File: config.mk
export PLATFORM = sky130hd
export DESIGN_NAME = reg_access_arbiter
export DESIGN_NICKNAME = d
export VERILOG_FILES = /design/src/rtl/reg_ctrl_pkg.sv /design/src/rtl/reg_arb_rr.sv /design/src/rtl/reg_access_arbiter.sv
export SDC_FILE = /design/constraint.sdc
export NUM_CORES = 1
export LEC_CHECK = 0
export CAP_MARGIN = 10
export CORE_MARGIN = 2
export CORE_UTILIZATION = 38
export CTS_BUF_LIST = sky130_fd_sc_hd__clkbuf_4 sky130_fd_sc_hd__clkbuf_8
export CTS_CLUSTER_SIZE = 40
export DETAILED_ROUTE_END_ITERATION = 8
export HOLD_SLACK_MARGIN = 0.05
export PLACE_DENSITY = 0.84
export SLEW_MARGIN = 20
export SYNTH_ARGS = -nofsm -noshare
export SYNTH_HDL_FRONTEND = slang
export SYNTH_SLANG_ARGS = --single-unit
File: constraint.sdc
create_clock -name clock -period 2.3 [get_ports clock]
set_input_delay 0.23 -clock clock [delete_from_list [all_inputs] [get_ports clock]]
set_output_delay 0.23 -clock clock [all_outputs]
set_load 0.03 [all_outputs]
File: src/rtl/reg_ctrl_pkg.sv
// ============================================================================
// Module   : reg_ctrl_pkg
// Purpose  : Shared opcodes, arbiter FSM encoding and helpers for the R0/R1
//            register-file access path.
// Revision : 1.0 - initial release
// ============================================================================
`default_nettype none

package reg_ctrl_pkg;

    localparam logic [2:0] OP_LD_R0    = 3'b000;
    localparam logic [2:0] OP_LD_R1    = 3'b001;
    localparam logic [2:0] OP_MOV_R1R0 = 3'b010;
    localparam logic [2:0] OP_MOV_R0R1 = 3'b011;
    localparam logic [2:0] OP_OUT_R0   = 3'b100;
    localparam logic [2:0] OP_OUT_R1   = 3'b101;
    localparam logic [2:0] OP_NOP      = 3'b110;

    localparam int LOCK_CNT_W = 8;

    typedef enum logic [1:0] {
        ST_IDLE  = 2'd0,
        ST_ISSUE = 2'd1,
        ST_RESP  = 2'd2
    } arb_state_t;

    function automatic logic is_out_op(input logic [2:0] op);
        return (op == OP_OUT_R0) || (op == OP_OUT_R1);
    endfunction

endpackage

`default_nettype wire

File: src/rtl/reg_arb_rr.sv
// ============================================================================
// Module   : reg_arb_rr
// Purpose  : Combinational round-robin picker; with ARB_LOCK_EN defined a
//            locked owner overrides the rotation until its grant budget ends.
// Revision : 1.0 - initial release
// ============================================================================
`default_nettype none

module reg_arb_rr
    import reg_ctrl_pkg::*;
#(
    parameter int NUM_REQ  = 2
`ifdef ARB_LOCK_EN
    ,
    parameter int LOCK_MAX = 4
`endif
) (
    input  logic [NUM_REQ-1:0]    valid,
    input  logic [1:0]            last_grant,
`ifdef ARB_LOCK_EN
    input  logic [NUM_REQ-1:0]    lock_req,
    input  logic                  lock_active,
    input  logic [1:0]            lock_owner,
    input  logic [LOCK_CNT_W-1:0] lock_count,
`endif
    output logic [NUM_REQ-1:0]    grant,
    output logic [1:0]            grant_idx,
    output logic                  grant_any
);

    logic [3:0] valid4;
    logic [2:0] cand;
`ifdef ARB_LOCK_EN
    logic [3:0] lock4;
    logic       lock_hit;
`endif

    always_comb begin
        valid4    = 4'(valid);
        grant_any = 1'b0;
        grant_idx = 2'd0;
        cand      = 3'd0;
        // Scan starting just after the last winner, wrapping modulo NUM_REQ.
        for (int i = 1; i <= NUM_REQ; i++) begin
            cand = {1'b0, last_grant} + 3'(i);
            if (cand >= 3'(NUM_REQ)) begin
                cand = cand - 3'(NUM_REQ);
            end
            if (!grant_any && valid4[cand[1:0]]) begin
                grant_any = 1'b1;
                grant_idx = cand[1:0];
            end
        end
`ifdef ARB_LOCK_EN
        lock4    = 4'(lock_req);
        lock_hit = lock_active && valid4[lock_owner] && lock4[lock_owner]
                   && (lock_count < LOCK_CNT_W'(LOCK_MAX));
        if (lock_hit) begin
            grant_any = 1'b1;
            grant_idx = lock_owner;
        end
`endif
        grant = '0;
        for (int j = 0; j < NUM_REQ; j++) begin
            grant[j] = grant_any && (grant_idx == 2'(j));
        end
    end

endmodule

`default_nettype wire

File: src/rtl/reg_access_arbiter.sv
// ============================================================================
// Module   : reg_access_arbiter
// Purpose  : Shares the single-port R0/R1 register file between NUM_REQ
//            requesters; IDLE -> ISSUE -> RESP, one op per three cycles.
//            Optional grant locking is enabled with `define ARB_LOCK_EN.
// Revision : 1.0 - initial release
// ============================================================================
`default_nettype none

module reg_access_arbiter
    import reg_ctrl_pkg::*;
#(
    parameter int NUM_REQ  = 2,
    parameter int DATA_W   = 8,
    parameter int OP_W     = 3,
    parameter int LOCK_MAX = 4
) (
    input  logic                      clock,
    input  logic                      reset,
    input  logic                      ena,
    input  logic [NUM_REQ-1:0]        req_valid,
    input  logic [NUM_REQ*OP_W-1:0]   req_op,
    input  logic [NUM_REQ*DATA_W-1:0] req_data,
    input  logic [NUM_REQ-1:0]        req_lock,
    output logic [NUM_REQ-1:0]        req_ready,
    output logic [NUM_REQ-1:0]        rsp_valid,
    output logic [DATA_W-1:0]         rsp_data,
    output logic                      reg_ena,
    output logic [OP_W-1:0]           reg_opcode,
    output logic [DATA_W-1:0]         reg_wdata,
    input  logic [DATA_W-1:0]         reg_rdata,
    output logic                      busy,
    output logic [1:0]                grant_id
);

    arb_state_t          state_q, state_d;
    logic [OP_W-1:0]     op_q, op_d;
    logic [DATA_W-1:0]   wdata_q, wdata_d;
    logic [NUM_REQ-1:0]  gnt_q, gnt_d;
    logic [1:0]          last_grant_q, last_grant_d;
    logic [1:0]          grant_id_q, grant_id_d;

    logic [NUM_REQ-1:0]  pick_gnt;
    logic [1:0]          pick_idx;
    logic                pick_any;
    logic                accept;

`ifdef ARB_LOCK_EN
    logic                  lock_active_q, lock_active_d;
    logic [1:0]            lock_owner_q, lock_owner_d;
    logic [LOCK_CNT_W-1:0] lock_cnt_q, lock_cnt_d;
    logic [3:0]            lock4;

    reg_arb_rr #(
        .NUM_REQ    (NUM_REQ),
        .LOCK_MAX   (LOCK_MAX)
    ) u_arb (
        .valid      (req_valid),
        .last_grant (last_grant_q),
        .lock_req   (req_lock),
        .lock_active(lock_active_q),
        .lock_owner (lock_owner_q),
        .lock_count (lock_cnt_q),
        .grant      (pick_gnt),
        .grant_idx  (pick_idx),
        .grant_any  (pick_any)
    );

    // Count runs of consecutive locked grants; a forced round-robin pick restarts the run.
    always_comb begin
        lock4         = 4'(req_lock);
        lock_active_d = lock_active_q;
        lock_owner_d  = lock_owner_q;
        lock_cnt_d    = lock_cnt_q;
        if (accept) begin
            lock_active_d = lock4[pick_idx];
            lock_owner_d  = pick_idx;
            if (lock_active_q && (lock_owner_q == pick_idx)
                && (lock_cnt_q < LOCK_CNT_W'(LOCK_MAX))) begin
                lock_cnt_d = lock_cnt_q + 1'b1;
            end else begin
                lock_cnt_d = LOCK_CNT_W'(1);
            end
        end
    end

    always_ff @(posedge clock or posedge reset) begin
        if (reset) begin
            lock_active_q <= 1'b0;
            lock_owner_q  <= 2'd0;
            lock_cnt_q    <= '0;
        end else begin
            lock_active_q <= lock_active_d;
            lock_owner_q  <= lock_owner_d;
            lock_cnt_q    <= lock_cnt_d;
        end
    end
`else
    logic unused_lock;
    assign unused_lock = ^{req_lock, 32'(LOCK_MAX)};

    reg_arb_rr #(
        .NUM_REQ    (NUM_REQ)
    ) u_arb (
        .valid      (req_valid),
        .last_grant (last_grant_q),
        .grant      (pick_gnt),
        .grant_idx  (pick_idx),
        .grant_any  (pick_any)
    );
`endif

    always_comb begin
        state_d      = state_q;
        op_d         = op_q;
        wdata_d      = wdata_q;
        gnt_d        = gnt_q;
        last_grant_d = last_grant_q;
        grant_id_d   = grant_id_q;
        accept       = 1'b0;
        req_ready    = '0;
        unique case (state_q)
            ST_IDLE: begin
                // Ready is masked during reset so every output reads zero.
                if (ena && pick_any && !reset) begin
                    accept       = 1'b1;
                    req_ready    = pick_gnt;
                    gnt_d        = pick_gnt;
                    last_grant_d = pick_idx;
                    grant_id_d   = pick_idx;
                    state_d      = ST_ISSUE;
                    for (int j = 0; j < NUM_REQ; j++) begin
                        if (pick_gnt[j]) begin
                            op_d    = req_op[j*OP_W +: OP_W];
                            wdata_d = req_data[j*DATA_W +: DATA_W];
                        end
                    end
                end
            end
            ST_ISSUE: state_d = ST_RESP;
            ST_RESP:  state_d = ST_IDLE;
            default:  state_d = ST_IDLE;
        endcase
    end

    always_ff @(posedge clock or posedge reset) begin
        if (reset) begin
            state_q      <= ST_IDLE;
            op_q         <= '0;
            wdata_q      <= '0;
            gnt_q        <= '0;
            last_grant_q <= 2'(NUM_REQ - 1);
            grant_id_q   <= 2'd0;
        end else begin
            state_q      <= state_d;
            op_q         <= op_d;
            wdata_q      <= wdata_d;
            gnt_q        <= gnt_d;
            last_grant_q <= last_grant_d;
            grant_id_q   <= grant_id_d;
        end
    end

    assign reg_ena    = (state_q == ST_ISSUE);
    assign reg_opcode = op_q;
    assign reg_wdata  = wdata_q;
    assign busy       = (state_q != ST_IDLE);
    assign grant_id   = grant_id_q;
    assign rsp_valid  = (state_q == ST_RESP) ? gnt_q : '0;
    // Only OUT ops return register contents; everything else answers with zero.
    assign rsp_data   = ((state_q == ST_RESP) && is_out_op(op_q)) ? reg_rdata : '0;

endmodule

`default_nettype wire

==> summary.txt <==
State of the implementation.

- The maximum number of pins on one net before global-route repair is 19, for reference.
- TritonCTS built the clock tree.
- The floorplan step set the die width to roughly 57 um.
- After layout, the design draws a total of 1.228 mW.
- OpenROAD emitted warnings numbering 28.
- The commonest register cell is sky130_fd_sc_hd__dfrtp_1.
- The highest layer touched by signal routing is met4.
- The reg-to-reg startpoint is state_q[1], for reference.
- Measured on the final layout, the clock distribution area share stands at under 10%.
- The clock input transition at the sequential cells of the worst setup and hold paths is between 0.1 and 0.15 ns, for reference.
- Yosys mapped the design onto 30 distinct sky130hd cell types.
- The warning tally printed by Yosys for this design is 0.
- The highest ir drop seen on vdd is between 500 and 600 uV, for reference.
- The share of total power dissipated in sequential elements is between 30% and 40%.
- Per the cell usage report, the commonest logic cells after layout are sky130_fd_sc_hd__clkdlybuf4s50_1, sky130_fd_sc_hd__dfrtp_1, sky130_fd_sc_hd__inv_1, sky130_fd_sc_hd__nand2_1.
- The final sequential cell count is 18, for reference.
- The worst stage delay on the critical path is between 0.6 and 0.7 ns, for reference.
- The footprint of the multi-input gates is about 510 um2, for reference.
- The total routing resource utilization after global routing is approximately a fifth, for reference.
- The power of the clock network is roughly 200 uW, for reference.
- The share of the final layout cell area in sequential cells is about a quarter, for reference.
- The register-to-register setup slack is about 0.37 ns, for reference.
- The critical path is of the flop to output pin type.
- CTS saw 18 sinks.
- The report lists the cells along the critical path as and4bb_2, and2_1, clkdlybuf4s50_1.
- Looking at the max-slew report, the worst-margin pin has a slew of ~0.68 ns.
- The met2 track utilization from global routing is about a third, for reference.
- The initial cell density of the core is a little under 40%, for reference.
- Yosys reports that the most numerous cell types are sky130_fd_sc_hd__dfrtp_1, sky130_fd_sc_hd__inv_1, sky130_fd_sc_hd__nand2_1.
- Among logic cells in the layout, the one with the most instances is sky130_fd_sc_hd__clkdlybuf4s50_1.
- The routed design uses roughly 190 um of met3 wire.
- The clock root buffer is sky130_fd_sc_hd__clkbuf_4, for reference.
- The slowest stage of the critical path is the sky130_fd_sc_hd__clkdlybuf4s50_1 cell.
- Counting every instance in the synthesized netlist gives roughly 110.
- TritonCTS created 3 clock buffers.
- All stages included, the depth of the critical timing path comes to 3.
- The peak clock frequency supported by timing is ~450 MHz, for reference.
- The cell kind with the greatest summed area is buffers, for reference.
- Multi-input combinational cells in the finished layout were counted as 66.
- The finished cells cover 0.001759 mm2.
- The required time of the worst setup path is between 2 and 2.5 ns, for reference.
- In this run switching power makes up roughly 36% of total power.
- The setup skew after layout is ~0.0024 ns, for reference.
- The number of global-route vias before repair is between 1000 and 1500, for reference.
- The class of the tightest hold or removal check is primary input to asynchronous set/reset pin, for reference.
- The number of cells after detailed placement is ~200, for reference.
- The fraction of final cell area spent on non-clock buffers in this run is 37.41%.
- The first TritonRoute pass finished after 4 iterations.
- Of the cells placed in the final design, the portion with a size suffix greater than 1 is roughly a fifth.
- The run finished with clean final reports.
- 0 antenna diodes ended up in the layout.
- The area of the mapped netlist is around 0.0011 mm2, for reference.
- The cell with the most instances after synthesis is sky130_fd_sc_hd__dfrtp_1, for reference.
- The setup-violating endpoint count in the final report is 0, for reference.
- The flow measured a signed area growth from synthesis to layout of 66.00%.
- The maximum fanout along the worst path is 8, for reference.
- STA classifies the critical path endpoint as an output pin.
- The clock power share is between 10% and 20%, for reference.
- The synth_stat.txt file lists the number of cells as between 100 and 150.
- In this run, the number of DRC markers left after iteration 0 of detailed routing was 38.
- The main area contributors are sky130_fd_sc_hd__dfrtp_1, sky130_fd_sc_hd__mux2_2, sky130_fd_sc_hd__o32ai_1.
- The area taken by flip-flops and latches is ~450 um2, for reference.
- The number of input and output port buffers inserted is 61, for reference.
- For this sky-water flow run, the detailed-routed wirelength per cell is reported as about 14 um.
- The total power density per cell area is around 700 mW/mm2, for reference.
- The final hold violation count recorded for this run is 0.
- The number of ports placed on the die boundary is between 60 and 70, for reference.
- Sorting the Yosys area breakdown by cell type puts at the top sky130_fd_sc_hd__dfrtp_1.
- The type of origin of the critical path is a flop, for reference.
- The worst slew margin relative to its limit is 54.47%, for reference.
- The biggest slice of the total power is consumed by combinational logic.
- The per-instance average area after synthesis is roughly 9.9 um2, for reference.
- The routed design could run at a clock period as short as about 2.2 ns.
Figure 1. Signal wires by layer.
(4 px per um)
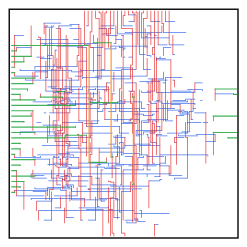
| colour | layer | wire length |
|---|---|---|
| red | met2 | 1460 um |
| blue | met1 | 1120 um |
| orange | met4 | 79.6 um |
| green | met3 | 191 um |

Figure 2. Routed clock nets over the placement.
(6 px per um)
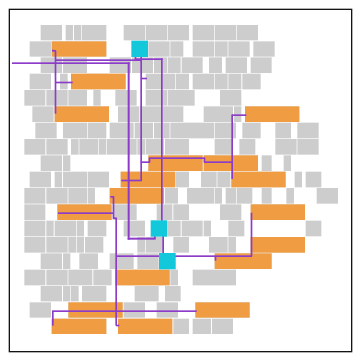
[orange] flip-flops | count: 18
[purple] clock wires | length: 267 um
[cyan] cells driving clock nets | count: 3
routed clock nets: 4

Figure 3. M3 wires.
(4 px per um) Cells faint in the background.
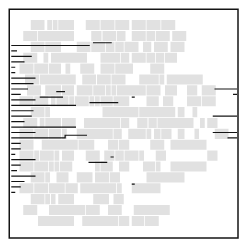
wire length on this layer: 191 um
main direction: horizontal
nets with wire on the layer: 38
longest straight run: 19.3 um
met3 Track Usage GR: 3.456%
wire length after detailed routing: 2860 um
Vias: 1014

Figure 4. Sequential cells coloured by netlist name.
(4 px per um)
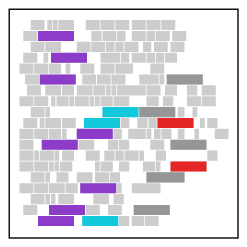
| colour | name in the netlist | sequential cells |
|---|---|---|
| red | gnt_q | 2 |
| purple | reg_wdata | 8 |
| cyan | reg_opcode | 3 |
Power Sequential: 458 uW
utilization after layout: 64.91%

Power figures rest on the tool's default switching activity, not on a simulated workload.
